Design egd_param_flat, sky130hd; sources not shown.
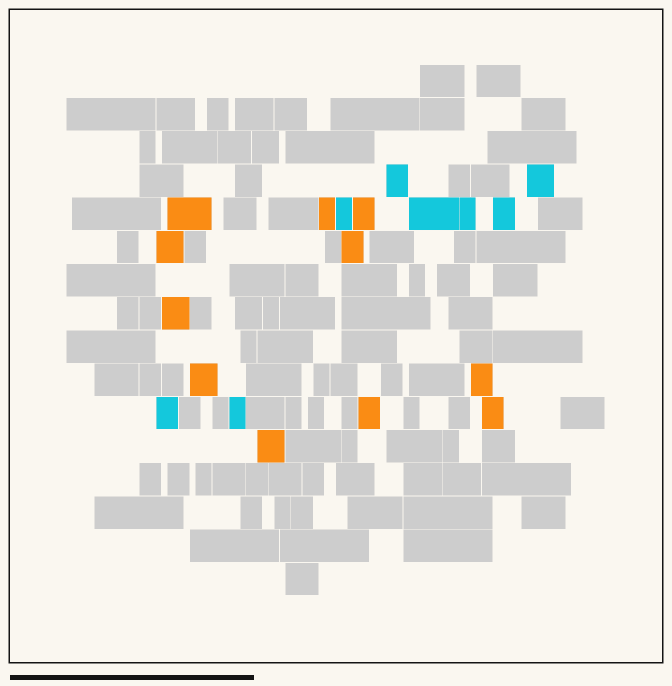
gate_families.png
Bar = 20 um.
| family | color | cells |
|---|---|---|
| NOR gates | orange | 11 |
| NAND gates | cyan | 8 |
logic share of the area: 49.4%
Non-Filler Instances: 141
most instantiated logic cell after routing: dfxtp_1

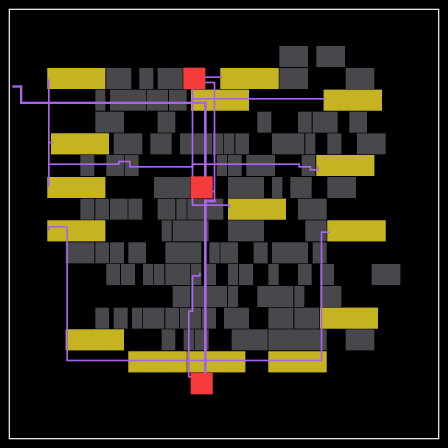
clock_map.png
[flip-flops] yellow | count: 15
[clock wires] purple | length: 257 um
[cells driving clock nets] red | count: 3
flops lie: all over the die
clock group total power: 0.000134 W
clock share of power: 26.9%
Worst-Skew Late Latency: 290 ps

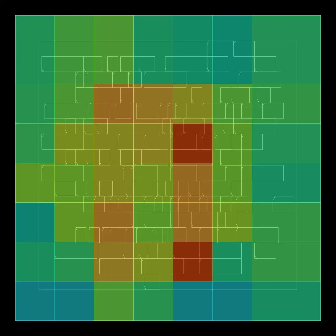
final_congestion.png
GR met3 Demand/Resource: 3.10%
GR Util met2: 23.3%
Total GRT Usage: 15.6%

==> flow_summary.yaml <==
# implementation run metrics
power:
  seq_power_share_pct: 48.3
  peakVddDrop_mv: 0.247
  pg_comb_w: 0.000124
  power_frac_comb_pct: 24.8
finish:
  lay_top_cells: "15 x dfxtp_1, 13 x inv_1, 10 x a21oi_1, 10 x ha_1, 10 x clkdlybuf4s50_1"
  seq_share_pct: 28.8
synth:
  syn_nets: 118
  fa_ha_area_share_pct: 16.4
  synth_seq_share_pct: 33.9
  synth_cells: 102
  numSynthFlops: 15
clocking:
  htreeDepth: 1
  cts_tree: "done"
  cts.path.max_buffers: 2
job:
  cap_viol_max_count: 0
status:
  outcome: "completed"
drt:
  m1WireLength_um: 891
  dr_wl_met3_um: 93
  wl_per_cell_um: 12.9
timing:
  max_freq_ghz: 0.452
  finalClockPeriodUsage_pct: 81.9
  max-slew-margin-rel_pct: 60.2
critical_path:
  cp.depth: 11
global_routing:
  grt.busiest_layer: "met2"
  grt_overflow: 0
  grt_pass1_vias: 714
Power is estimated from default activity; no workload was simulated.
